**src/rtl/fp_add_pkg.sv**
```systemverilog
// Shared widths and encodings for the FP32 adder normaliser.
package fp_add_pkg;
  localparam int EXP_W      = 8;
  localparam int FRAC_W     = 23;
  localparam int MANT_W     = 50;
  localparam int HIDDEN_POS = 47;
  localparam int GRS_LSB    = 23;

  localparam logic [31:0]      QNAN    = 32'h7FC00000;
  localparam logic [EXP_W-1:0] EXP_INF = 8'hFF;
endpackage

```
**src/rtl/fp_add_normalizer_lzc50.sv**
```systemverilog
// Combinational leading-zero count of the 49-bit magnitude field.
module lzc50
  import fp_add_pkg::*;
(
  input  logic [MANT_W-2:0] vec,
  output logic [5:0]        count,
  output logic              zero
);
  // Later (higher) set bits override earlier ones, so the MSB-most one wins.
  always_comb begin
    count = 6'd49;
    for (int i = 0; i < MANT_W - 1; i++) begin
      if (vec[i]) count = 6'(MANT_W - 2 - i);
    end
  end

  assign zero = ~|vec;
endmodule

```
**src/rtl/fp_add_normalizer.sv**
```systemverilog
// Add, normalise, round-to-nearest-even and pack an FP32 sum in three stages.
// Define FP_ADD_FLAGS_EN to add the registered IEEE exception flags output.
module fp_add_normalizer
  import fp_add_pkg::*;
#(
  parameter int PIPE_STAGES = 3
) (
  input  logic              clk,
  input  logic              rst_n,
  input  logic              in_valid,
  output logic              in_ready,
  input  logic              NaN_res,
  input  logic              inf_res,
  input  logic              res_sig,
  input  logic [EXP_W-1:0]  exp_max,
  input  logic [MANT_W-1:0] mant_op_1,
  input  logic [MANT_W-1:0] mant_op_2,
  output logic              out_valid,
  input  logic              out_ready,
`ifdef FP_ADD_FLAGS_EN
  output logic [3:0]        flags,
`endif
  output logic [31:0]       res
);
  logic [PIPE_STAGES-1:0] valid;
  logic [PIPE_STAGES:0]   ready;

  assign ready[PIPE_STAGES] = out_ready;
  for (genvar gi = 0; gi < PIPE_STAGES; gi++) begin : g_ready
    assign ready[gi] = ~valid[gi] | ready[gi+1];
  end
  assign in_ready  = ready[0];
  assign out_valid = valid[PIPE_STAGES-1];

  always_ff @(posedge clk or negedge rst_n) begin
    if (!rst_n) begin
      valid <= '0;
    end else begin
      if (ready[0]) valid[0] <= in_valid;
      for (int k = 1; k < PIPE_STAGES; k++) begin
        if (ready[k]) valid[k] <= valid[k-1];
      end
    end
  end

  logic [MANT_W-1:0] s1_sum;
  logic [EXP_W-1:0]  s1_exp;
  logic              s1_sign, s1_nan, s1_inf;

  always_ff @(posedge clk or negedge rst_n) begin
    if (!rst_n) begin
      s1_sum <= '0; s1_exp <= '0; s1_sign <= 1'b0; s1_nan <= 1'b0; s1_inf <= 1'b0;
    end else if (in_valid && ready[0]) begin
      s1_sum  <= mant_op_1 + mant_op_2;
      s1_exp  <= (exp_max == '0) ? 8'd1 : exp_max;
      s1_sign <= res_sig;
      s1_nan  <= NaN_res;
      s1_inf  <= inf_res;
    end
  end

  // The preparer keeps the sum non-negative, so bit 49 carries no information.
  logic sum_msb_unused;
  assign sum_msb_unused = s1_sum[MANT_W-1];

  logic [5:0]            lz, lz_m1, sh;
  logic                  all_zero;
  logic [EXP_W-1:0]      exp_m1;
  logic [HIDDEN_POS:0]   n_next;
  logic [EXP_W:0]        e_next;

  lzc50 u_lzc (.vec(s1_sum[MANT_W-2:0]), .count(lz), .zero(all_zero));

  always_comb begin
    lz_m1  = lz - 6'd1;
    exp_m1 = s1_exp - 8'd1;
    sh     = '0;
    n_next = '0;
    e_next = '0;
    if (all_zero) begin
      e_next = '0;
    end else if (lz == 6'd0) begin
      n_next = {s1_sum[48:2], s1_sum[1] | s1_sum[0]};
      e_next = {1'b0, s1_exp} + 9'd1;
    end else begin
      // Left shift is capped so the exponent never drops below 1.
      sh     = ({2'b0, lz_m1} <= exp_m1) ? lz_m1 : exp_m1[5:0];
      n_next = s1_sum[HIDDEN_POS:0] << sh;
      e_next = {1'b0, s1_exp} - {3'b0, sh};
      if (!n_next[HIDDEN_POS]) e_next = '0;
    end
  end

  logic [HIDDEN_POS:0] s2_n;
  logic [EXP_W:0]      s2_e;
  logic                s2_sign, s2_nan, s2_inf, s2_zero;

  always_ff @(posedge clk or negedge rst_n) begin
    if (!rst_n) begin
      s2_n <= '0; s2_e <= '0; s2_sign <= 1'b0; s2_nan <= 1'b0; s2_inf <= 1'b0; s2_zero <= 1'b0;
    end else if (valid[0] && ready[1]) begin
      s2_n    <= n_next;
      s2_e    <= e_next;
      s2_sign <= s1_sign;
      s2_nan  <= s1_nan;
      s2_inf  <= s1_inf;
      s2_zero <= all_zero;
    end
  end

  logic [23:0]       m;
  logic              g, s, up, ovf;
  logic [24:0]       m_r;
  logic [EXP_W:0]    e_r;
  logic [FRAC_W-1:0] frac;
  logic [31:0]       res_next;

  always_comb begin
    m    = s2_n[HIDDEN_POS:GRS_LSB+1];
    g    = s2_n[GRS_LSB];
    s    = |s2_n[GRS_LSB-1:0];
    up   = g & (s | m[0]);
    m_r  = {1'b0, m} + {24'b0, up};
    if (m_r[24]) begin
      frac = m_r[23:1];
      e_r  = s2_e + 9'd1;
    end else begin
      frac = m_r[22:0];
      // A denormal that rounds up into the hidden bit becomes the smallest normal.
      e_r  = (s2_e == '0 && m_r[23]) ? 9'd1 : s2_e;
    end
    ovf = (e_r >= 9'd255);
    if (s2_nan)                res_next = QNAN;
    else if (s2_inf || ovf)    res_next = {s2_sign, EXP_INF, 23'b0};
    else if (s2_zero)          res_next = {s2_sign, 31'b0};
    else                       res_next = {s2_sign, e_r[EXP_W-1:0], frac};
  end

  always_ff @(posedge clk or negedge rst_n) begin
    if (!rst_n)                      res <= '0;
    else if (valid[1] && ready[2])   res <= res_next;
  end

`ifdef FP_ADD_FLAGS_EN
  logic [3:0] flags_next;
  always_comb begin
    flags_next    = '0;
    flags_next[0] = g | s;
    flags_next[1] = ovf & ~s2_inf & ~s2_nan;
    flags_next[2] = (s2_e == '0) & ~s2_zero & (g | s);
    flags_next[3] = s2_nan;
  end

  always_ff @(posedge clk or negedge rst_n) begin
    if (!rst_n)                      flags <= '0;
    else if (valid[1] && ready[2])   flags <= flags_next;
  end
`endif
endmodule

```
**config.mk**
```make
export PLATFORM = sky130hd
export DESIGN_NAME = fp_add_normalizer
export DESIGN_NICKNAME = d
export VERILOG_FILES = /design/src/rtl/fp_add_pkg.sv /design/src/rtl/fp_add_normalizer_lzc50.sv /design/src/rtl/fp_add_normalizer.sv
export SDC_FILE = /design/constraint.sdc
export NUM_CORES = 1
export LEC_CHECK = 0
export CORE_ASPECT_RATIO = 1.5
export CORE_UTILIZATION = 63
export DETAILED_ROUTE_END_ITERATION = 8
export PLACE_DENSITY = 0.95
export SYNTH_ARGS = -nofsm -noshare
export SYNTH_HDL_FRONTEND = slang
export SYNTH_SLANG_ARGS = --single-unit
```
**constraint.sdc**
```tcl
create_clock -name clk -period 14.7 [get_ports clk]
set_clock_uncertainty 0.2 [all_clocks]
set_input_delay 2.94 -clock clk [delete_from_list [all_inputs] [get_ports clk]]
set_output_delay 2.94 -clock clk [all_outputs]
set_load 0.05 [all_outputs]
```
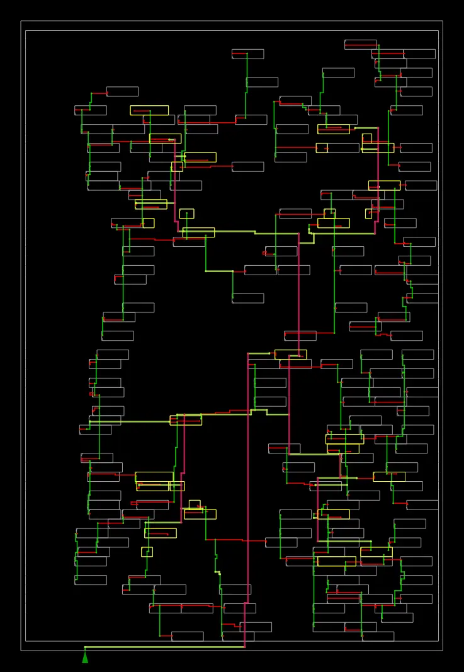
Figure 1: run 1, clock wiring as the flow saved it.
clk_buf instances: 17
CTS Buf Count: 17
clk latency late pin: 0.45 ns
CTS Sinks: 156

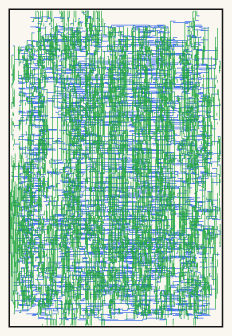
Figure 2: run 1, wiring by layer.
Two of the layers only.
blue -> metal 1  # wire length 14400 um
green -> metal 2  # wire length 21.9 mm

==> metrics.csv, run 1 <==
metric,value,unit
placer congestion estimate,0.973,
xor/xnor share,5.45,%
Post-CTS Setup Inserts,0,
I/O pins,149,
DRT Wirelength,43000,um
Syn-to-layout area delta,15.3,%
"Cell Area, Synth",13700,um2
launch point of the worst path,s1_sum[3],
vias in the first global route,13258,
Max Used Layer,met4,
simple share,16.9,%
global route total overflow,0,
Residual DRC,0,
GRT busiest layer,met2,
Worst slew margin,5.44,%
CTS Hold Bufs,0,
Final Setup Violations,0,
Max clock buf depth,2,
hold path cells,2,
leading area contributor after synthesis,dfrtp_1,
startpoint types,register,
Commonest Layout Cell,nand2_1,
Worst Hold End,res[7],
Worst Path Arrival,8.18,ns
initial antenna violation count,0,
Post-synth EDFFs,0,
fin crit period,8.02,ns
CP Class,reg2reg,
sw frac,50.0,%
PD cells,215,nW/um2
Biggest register,s1_sum,
CP required,14.86,ns
P_leak,6.75,nW
Synth Area in Adders,6.50,%
Mapped Nets,1741,
ant diodes,0,
Netlist cell types,90,
vias,13102,
maximum fanout along the worst path,22,
clk pwr,0.486,mW
ys async rst share,100,%
pin count of the biggest net entering global routing,109,
FF-to-FF setup slack,6.68,ns
Comb pwr share,63.2,%
f_max,125,MHz
via-per-instance ratio,6.87,
sw power,1.70,mW
first-pass GRT wire length,67800,um
dominant register cell,dfrtp_1,
Post-DRT Antenna Nets,0,
Yosys Chip Area,13700,um2
Dominant comb cell,AND-OR/OR-AND gates,
Top cells excl fill/tap,"213 x nand2_1, 156 x dfrtp_1, 145 x clkdlybuf4s50_1",
max reg flops,49,
Max Cap Violations,0,
Max-area cell share,28.6,%
HP Start,res[7],
HPWL after detailed placement,31500,um
count of tool warnings,35,
met1 WL,14400,um
initial DRC count,1149,
design area,15700,um2
run status,"finished, final reports clean",
worst r2r src,s1_sum[3],
Die ar.,22300,um2
sequential group share of total power,22.5,%
GRT Overall Usage,39.6,%
num rows,65,
Largest Pwr Group,combinational cells,
met3 wire length,3250,um
AO/OA Area Share,23.3,%
P_seq,0.764,mW
Pint,1.70,mW
clock slew at reported path FFs,0.07,ns
Pwr Total,3.39,mW
Vert. Die Dim,182,um
Pre-antenna DRT Iters,6,
Initial Utilization,64.6,%
met3 Use GR,6.47,%
comb pwr,2.14,mW
reg2reg path depth,21,
Die Width,122,um
root buf cell,clkbuf_16,
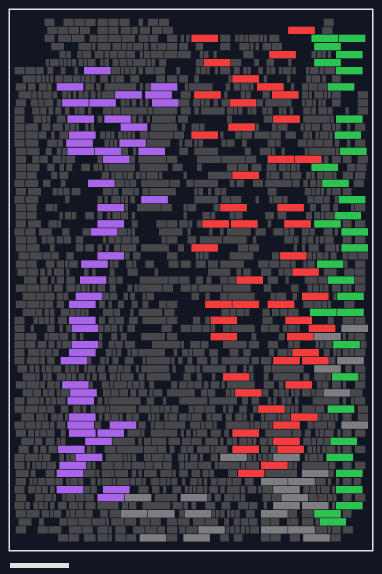
Figure 3: run 1, sequential cells grouped by signal name.
Bar = 20 um. Other sequential cells in the stronger gray, the rest of the logic in the fainter gray.
green -> res  # sequential cells 32, where a vertical strip on the right
purple -> s1_sum  # sequential cells 49, where a vertical strip on the left
red -> s2_n  # sequential cells 48, where a vertical strip on the right
not colored = 27

## run 1: critical path: stages, from the launching register on
cell and delay (ns):
dfrtp_1 0.51, nor2b_1 0.19, a2111oi_0 0.45, o211ai_1 0.20, a211oi_1 0.67, nor2_4 0.17
a21oi_1 0.29, ha_1 0.28, a31oi_1 0.16, or2_2 0.33, ha_1 0.32, o21ai_0 0.19
a21oi_1 0.10, o21ai_2 0.34, nand2_2 0.13, o22ai_4 0.70, mux2i_1 0.23, nor3_1 1.11
nor2_1 0.07, a31oi_1 0.79, mux2i_1 0.28, o21ai_0 0.22
## run 1: synth_stat cells, types with 16 or more instances
library cell / count
a21oi_1: 79
nor2b_1: 16
nand2_1: 215
clkbuf_1: 73
nor3_1: 26
ha_1: 67
xor2_1: 44
mux2i_1: 79
a22oi_1: 41
a22o_1: 21
nand2b_1: 26
o21ai_0: 137
xnor2_1: 41
nand3_1: 27
mux2_2: 18
a21o_1: 34
nor4_1: 22
nor2_1: 71
buf_2: 16
mux4_2: 29
dfrtp_1: 156
inv_1: 39
## run 1: metrics by stage
stage | worst slack [ns] | hold slack, ns | util (%) | instances
2_1_floorplan | 8.06 | 0.250 | - | 1557
3_5_place_dp | 7.05 | 0.270 | 71.5 | 1875
4_1_cts | 6.94 | 0.284 | 74.5 | 1906
6_report | 6.68 | 0.275 | 74.5 | 1906
5_1_grt | 6.40 | 0.314 | 74.5 | 1906
3_3_place_gp | 7.11 | 0.253 | 71.5 | 1875
## run 1: area by class of cell
type | instances | area, um2
Multi-Input combinational cell | 1251 | 9160
Fill cell | 1516 | 5400
Sequential cell | 156 | 3900
Timing Repair Buffer | 160 | 1570
Clock buffer | 17 | 425
Tap cell | 268 | 335
Clock inverter | 14 | 208
Inverter | 40 | 150
==> run 1 -> run 2 <==
Settings changed: CORE_UTILIZATION 63 to 59, PLACE_DENSITY 0.95 to 0.93.
Clock period 14.7 ns to 8.3 ns, I/O delays scaled along.
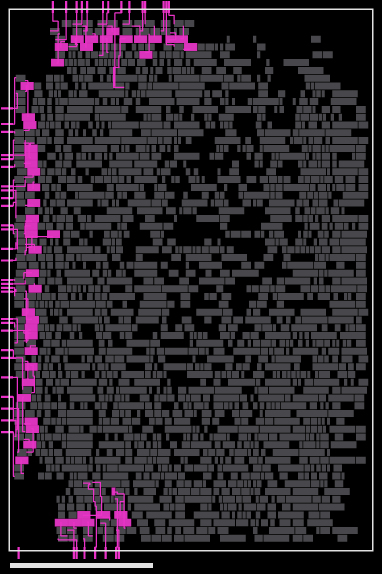
Figure 4: run 2, wires at chosen ports, followed through buffers.
Bar = 50 um.
magenta -> mant_op_2  # bits 50, direction input, end cells 50, wire 799 um

==> run 2 against run 1 <==
Against the previous run: register-to-register slack worse by 5.7 ns; maximum frequency is 10% higher; via count is 1.3% lower; routed wire length is 4.0% lower; global-route usage is 4.2 points lower; sequential power is 75% higher; largest power group unchanged; total power is 75% higher; sequential share of layout area is 0.079 points lower.
==> metrics.csv, run 2 <==
metric,value,unit,change
Placement Setup Slack,1.13,ns,-5.92 ns
AO/OA Area Share,23.3,%,unchanged
Post-DRT Antenna Nets,0,,unchanged
layout cells sized above 1,8.32,%,
post-detailed-route wirelength per cell,21.5,um,
Max VDD drop,291,uV,
Comb pwr share,63.6,%,+0.4 points
worst setup margin,1.02,ns,-5.66 ns
DRT Wirelength,41300,um,-4.0%
Layout Cells excl Fill,1923,,+0.89%
top cells by area,"dfrtp_1 29%, ha_1 6.1%, nand2_1 5.9%",,
GRT Overall Usage,35.5,%,-4.2 points
"Cell Area, Synth",13700,um2,unchanged
Netlist cell types,90,,unchanged
placed insts,1891,,+0.85%
clock slew at reported path FFs,0.07,ns,about the same
P_leak,6.77,nW,+0.28%
CTS Sinks,156,,unchanged
Final Setup Violations,0,,unchanged
Worst Path Arrival,7.42,ns,-0.76 ns
Nets,1818,,
sw frac,50.0,%,-0.067 points
biggest regs,"s1_sum x49, s2_n x48, res x32",,
Worst slew margin,27.6,%,+22 points
"FF+latch count, synth",156,,
Worst Hold End,res[31],,
Top cells excl fill/tap,"213 x nand2_1, 156 x dfrtp_1, 145 x clkdlybuf4s50_1",,
FF-to-FF setup slack,1.02,ns,-5.66 ns
PD cells,377,nW/um2,+75%
clock group share of total power,13.8,%,
Dominant comb cell,AND-OR/OR-AND gates,,
Biggest register,s1_sum,,
reg2reg path depth,28,,+33%
"Hold Vio Cnt, Final",0,,
Crit-path slowest cell,a211oi_1,,
startpoint types,register,,
setup TNS,0,ns,
clk latency late pin,0.45,ns,about the same
Placed Area,15200,um2,
Syn Area/Cell,8.77,um2,
placer congestion estimate,0.986,,+1.3%
cell count after synthesis,1557,,
Final Util,70.1,%,-4.4 points
Hold WC Path Type,reg2reg,,
Max-area cell share,28.6,%,unchanged
Synth Area in Adders,6.50,%,unchanged
number of cells in Yosys stat,1557,,
Post-CTS Setup Inserts,0,,unchanged
ys async rst share,100,%,unchanged
first-pass GRT wire length,66000,um,-2.7%
endpoint class of the critical path,register,,
I/O pins,149,,unchanged
CTS Hold Bufs,0,,unchanged
Mapped Nets,1741,,unchanged
maximum fanout along the worst path,32,,+45%
initial DRC count,974,,-15%
# H-tree levels,4,,
CP peak stage delay,0.67,ns,-0.44 ns
CP Class,reg2reg,,
root buf cell,clkbuf_16,,
count of tool warnings,35,,unchanged
ant diodes,0,,unchanged
HPWL after detailed placement,30500,um,-3.3%
Yosys Chip Area,13700,um2,unchanged
hold path cells,2,,unchanged
sw power,2.97,mW,+75%
Initial Utilization,60.6,%,-4.0 points
Die ar.,23800,um2,+6.7%
initial antenna violation count,0,,unchanged
worst-margin pin slew,1.08,ns,
num rows,67,,+3.1%
port buffer count,146,,
Final Cycle Share,87.7,%,
pin count of the biggest net entering global routing,109,,unchanged
Commonest Layout Cell,nand2_1,,
run status,"finished, final reports clean",,
max reg flops,49,,unchanged
dominant register cell,dfrtp_1,,
YS warnings,0,,
Die Width,126,um,+3.3%
Residual DRC,0,,unchanged
Max Slew Vio Count,0,,
via-per-instance ratio,6.73,,-2.2%
fin crit period,7.28,ns,-0.741 ns
vias,12934,,-1.3%
RSZ-0062 raised after global routing,no,,
Syn-to-layout area delta,15.7,%,
minimum hold slack,0.265,ns,-0.0106 ns
Pint,2.98,mW,+76%
cell with the most instances after synthesis,nand2_1,,
worst r2r src,s1_sum[3],,
Synth mux share,14.6,%,
Pwr Total,5.95,mW,+75%
simple share,16.9,%,unchanged
CTS Buf Count,17,,unchanged
Pre-antenna DRT Iters,6,,unchanged
HP Start,res[31],,
Max clock buf depth,2,,unchanged
Post-synth EDFFs,0,,unchanged
vias in the first global route,12667,,-4.5%
Fill cells,1722,,+14%
Vert. Die Dim,188,um,+3.3%
global route total overflow,0,,unchanged
sequential group share of total power,22.6,%,about the same
design area,15800,um2,+0.32%
f_max,137,MHz,+10%
leading area contributor after synthesis,dfrtp_1,,
xor/xnor share,5.45,%,unchanged
Max Cap Violations,0,,unchanged
Synth top cells by count,"215 x nand2_1, 156 x dfrtp_1, 137 x o21ai_0",,
CP required,8.44,ns,-6.42 ns
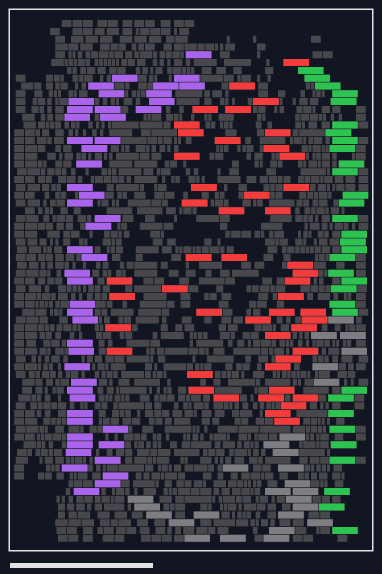
Figure 5: run 2, sequential cells grouped by signal name.
Bar = 50 um. Other sequential cells in the stronger gray, the rest of the logic in the fainter gray.
green -> res  # sequential cells 32, where a vertical strip on the right
red -> s2_n  # sequential cells 48
purple -> s1_sum  # sequential cells 49, where a vertical strip on the left
not colored = 27

[run 2: worst max-delay path: cells and delay by family, from the launching register on]
family	cells	cell delay (ns)
AND/OR/NAND/NOR	8	1.30
buffers and inverters	2	0.49
adder cells (fa/ha/maj)	3	0.87
XOR/XNOR	1	0.09
flip-flops	1	0.49
AND-OR/OR-AND	14	3.75
[run 2: how the worst max path moves through the flow]
stage	startpoint	endpoint	slack, ns	depth (start not counted)
global placement	s1_sum[1]	s2_e[6]	1.30	28
global route	s1_sum[3]	s2_e[6]	0.60	28
finish	s1_sum[3]	s2_e[6]	1.02	28
CTS	s1_sum[3]	s2_e[6]	1.12	28
detailed placement	s1_sum[3]	s2_e[6]	1.13	28
floorplan	s1_sum[20]	s2_e[6]	1.86	27
[run 2: final cells by class]
type | instances | area [um2] | area share (%)
Clock inverter | 15 | 175 | 1.11
Inverter | 40 | 150 | 0.950
Clock buffer | 17 | 425 | 2.69
Timing Repair Buffer | 168 | 1640 | 10.4
Multi-Input combinational cell | 1251 | 9160 | 58.0
Tap cell | 276 | 345 | 2.19
Sequential cell | 156 | 3900 | 24.7
[run 2: cell families after synthesis]
family                     Yosys count
muxes                              139
xor gates and xnor gates            85
buffers and inverters              150
AOI/OAI and AO/OA                  473
and+or+nand+nor                    484
adders and majority gates           70
DFF                                156
[run 2: power by group through the flow]
stage	sequential [mW]	combinational, mW	clock [mW]
floorplan	1.26	2.71	0
global placement	1.31	3.63	0
detailed placement	1.33	3.68	0
CTS	1.32	3.71	0.822
global route	1.36	4.04	0.857
finish	1.34	3.78	0.819
[run 2: layer usage]
metal	wire length, um	share of wire, %	GRT usage (%)	vias to the layer above
met4	2930	7.1	23.6	0
li1	-	-	-	5943
met3	2520	6.1	4.60	165
met1	15200	37	40.7	6200
met5	0	0	0	-
met2	20700	50	61.6	626
==> run 2 -> run 3 <==
==> constraint.sdc (replaced) <==
create_clock -name clk -period 8.3 [get_ports clk]
set_clock_uncertainty 0.2 [all_clocks]
set_input_delay 1.245 -clock clk [delete_from_list [all_inputs] [get_ports clk]]
set_output_delay 1.245 -clock clk [all_outputs]
set_load 0.05 [all_outputs]
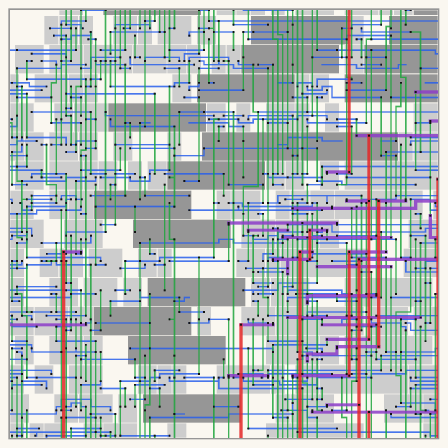
Figure 6: run 3, zoomed window.
Region (12, 121) to (52, 161) um. Cells in gray, sequential cells in the stronger gray; small squares are vias.
blue -> metal 1
purple -> metal 3
green -> metal 2
red -> metal 4
netlist names of flops here include = s1_sum (16)
sequential cells in the window = 16
most frequent = o21ai_0 (21), nand2_1 (18), dfrtp_1 (16)
cells with their middle in the window = 141

==> run 3 against run 2 <==
Against the previous run: final cell count is 0.21% lower; critical path depth stayed put; clock power fell by 4.2%; worst setup slack gained 0.056 ns; synthesized area did not move; largest power group unchanged; non-clock buffer count down 4; synthesized cell count unchanged; total power shrank 1.3%; first-iteration DRC count up 8.7%; flip-flop count did not move; worst hold slack improved by 0.0069 ns; sequential share of layout area rose by 0.10 points.
==> metrics.csv, run 3 <==
metric,value,unit,change
clk latency late pin,0.45,ns,about the same
max reg flops,49,,unchanged
YS warnings,0,,unchanged
Max-area cell share,28.6,%,unchanged
worst setup margin,1.08,ns,+0.0557 ns
Pre-antenna DRT Iters,6,,unchanged
via-per-instance ratio,6.77,,+0.63%
Core Area,22600,um2,
setup TNS,0,ns,unchanged
GRT Overall Usage,34.7,%,-0.78 points
count of tool warnings,35,,unchanged
biggest regs,"s1_sum x49, s2_n x48, res x32",,
CTS Buf Count,17,,unchanged
Post-CTS Setup Inserts,0,,unchanged
initial antenna violation count,0,,unchanged
Placement Setup Slack,1.19,ns,+0.0647 ns
pin count of the biggest net entering global routing,109,,unchanged
Vert. Die Dim,188,um,unchanged
CTS tree,yes,,
run status,"finished, final reports clean",,
Post-synth EDFFs,0,,unchanged
Worst slew margin,17.3,%,-10 points
P_leak,6.73,nW,-0.52%
met3 Use GR,5.45,%,+0.85 points
Syn Area/Cell,8.77,um2,unchanged
PD cells,373,nW/um2,-0.87%
Layout Cells excl Fill,1919,,-0.21%
vias,12988,,+0.42%
Biggest register,s1_sum,,
Pwr Total,5.87,mW,-1.3%
placed insts,1887,,-0.21%
Final Cycle Share,87.0,%,-0.67 points
Final Setup Violations,0,,unchanged
layout cells sized above 1,8.09,%,-0.22 points
fin crit period,7.22,ns,-0.0557 ns
Post-DRT Antenna Nets,0,,unchanged
Top cells excl fill/tap,"213 x nand2_1, 156 x dfrtp_1, 145 x clkdlybuf4s50_1",,
"FF+latch count, synth",156,,unchanged
Max Cap Violations,0,,unchanged
Yosys Chip Area,13700,um2,unchanged
first-pass GRT wire length,64600,um,-2.1%
HPWL after detailed placement,29600,um,-2.8%
dominant register cell,dfrtp_1,,
top cells by area,"dfrtp_1 29%, ha_1 6.1%, nand2_1 5.9%",,
CTS Hold Bufs,0,,unchanged
Max Slew Vio Count,0,,unchanged
I/O pins,149,,unchanged
Initial Utilization,60.6,%,unchanged
ys async rst share,100,%,unchanged
Netlist cell types,90,,unchanged
Placed Area,15200,um2,-0.28%
placer congestion estimate,1.02,,+3.1%
RSZ-0062 raised after global routing,no,,
"Seq share, synth",28.6,%,
endpoint class of the critical path,register,,
met1 Usage GRT,38.6,%,-2.1 points
cell with the most instances after synthesis,nand2_1,,
port buffer count,146,,unchanged
cell count after synthesis,1557,,unchanged
global route total overflow,0,,unchanged
num rows,67,,unchanged
routed length on met2,20000,um,-3.2%
f_max,138,MHz,+0.77%
met3 wire length,2810,um,+12%
Final Util,69.8,%,-0.28 points
ant diodes,0,,unchanged
post_cts resized,0,,
CP Class,reg2reg,,
worst-margin pin slew,1.23,ns,+0.152 ns
"Hold Vio Cnt, Final",0,,unchanged
Die ar.,23800,um2,unchanged
DRT Wirelength,40200,um,-2.5%
Max clock buf depth,2,,unchanged
Hold WC Path Type,reg2reg,,
Worst Path Arrival,7.36,ns,-0.06 ns
met1 WL,14400,um,-5.4%
initial DRC count,1059,,+8.7%
Crit path max-delay family,AND-OR/OR-AND gates,,
Die Width,126,um,unchanged
leading area contributor after synthesis,dfrtp_1,,
Synth top cells by count,"215 x nand2_1, 156 x dfrtp_1, 137 x o21ai_0",,
met2 Use GR,60.2,%,-1.4 points
GRT busiest layer,met2,,
Residual DRC,0,,unchanged
Nets,1814,,-0.22%
vias in the first global route,12665,,-0.016%
maximum fanout along the worst path,13,,-59%
Syn-to-layout area delta,15.2,%,
number of cells in Yosys stat,1557,,unchanged
CTS Sinks,156,,unchanged
Max VDD drop,279,uV,-4.1%
startpoint types,register,,
Bufs and invs on worst path,2,,unchanged
clock slew at reported path FFs,0.07,ns,about the same
CP required,8.43,ns,about the same
root buf cell,clkbuf_16,,
Crit-path slowest cell,a211oi_1,,
Commonest Layout Cell,nand2_1,,
minimum hold slack,0.272,ns,+0.00685 ns
post-detailed-route wirelength per cell,21.0,um,-2.3%
CP peak stage delay,0.61,ns,-0.06 ns
design area,15700,um2,-0.40%
Max Used Layer,met4,,
Mapped Nets,1741,,unchanged
# H-tree levels,4,,unchanged
"Cell Area, Synth",13700,um2,unchanged
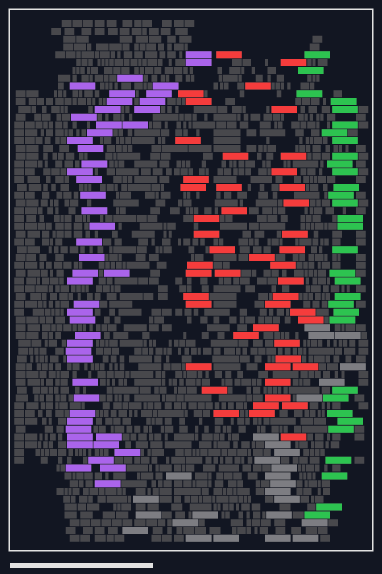
Figure 7: run 3, sequential cells grouped by signal name.
Bar = 50 um. Other sequential cells in the stronger gray, the rest of the logic in the fainter gray.
red -> s2_n  # sequential cells 48
purple -> s1_sum  # sequential cells 49, where a vertical strip on the left
green -> res  # sequential cells 32, where a vertical strip on the right

[run 3: area by class of cell]
cell class | count | area (um2)
inverters | 40 | 150
flip-flops and latches | 156 | 3900
fillers | 1686 | 6820
repair buffers | 164 | 1600
multi-input cells | 1251 | 9160
clock inverters | 15 | 154
well taps | 276 | 345
clock buffers | 17 | 425
[run 3: where the power goes]
part | internal [mW] | switching (mW)
sequential | 0.977 | 0.373
clock | 0.423 | 0.362
combinational | 1.53 | 2.21
total | 2.93 | 2.94
[run 3: logic make-up (layout without fill, tap and decap cells)]
| group | after synthesis | count (layout) | share of synthesized area, % |
|---|---|---|---|
| XOR/XNOR | 85 | 85 | 5.45 |
| buffers and inverters | 150 | 236 | 4.72 |
| AND-OR/OR-AND | 473 | 473 | 23.3 |
| multiplexers | 139 | 139 | 14.6 |
| AND/OR/NAND/NOR | 484 | 484 | 16.9 |
| adder cells (fa/ha/maj) | 70 | 70 | 6.50 |
| flip-flops | 156 | 156 | 28.6 |
[run 3: final timing paths]
check | end | depth (start not counted) | startpoint | slack [ns]
max in group asynchronous | res[7] | 2 | rst_n | 5.83
worst max register to register | s2_e[6] | 28 | s1_sum[3] | 1.08
min in group asynchronous | s1_exp[6] | 1 | rst_n | 0.63
worst min register to register | res[31] | 2 | res[31] | 0.27
worst min-delay path | res[31] | 2 | res[31] | 0.27
worst max-delay path | s2_e[6] | 28 | s1_sum[3] | 1.08
[run 3: worst reg2reg max path, delay by kind of cell, from the launching register on]
kind | cells | cell delay [ns]
compound gates | 15 | 4.06
fa+ha+maj | 4 | 1.07
simple gates | 5 | 0.80
flops | 1 | 0.52
xor+xnor | 2 | 0.32
buf+inv | 2 | 0.12
No activity file was given, so power comes from the tool's default toggle rates.
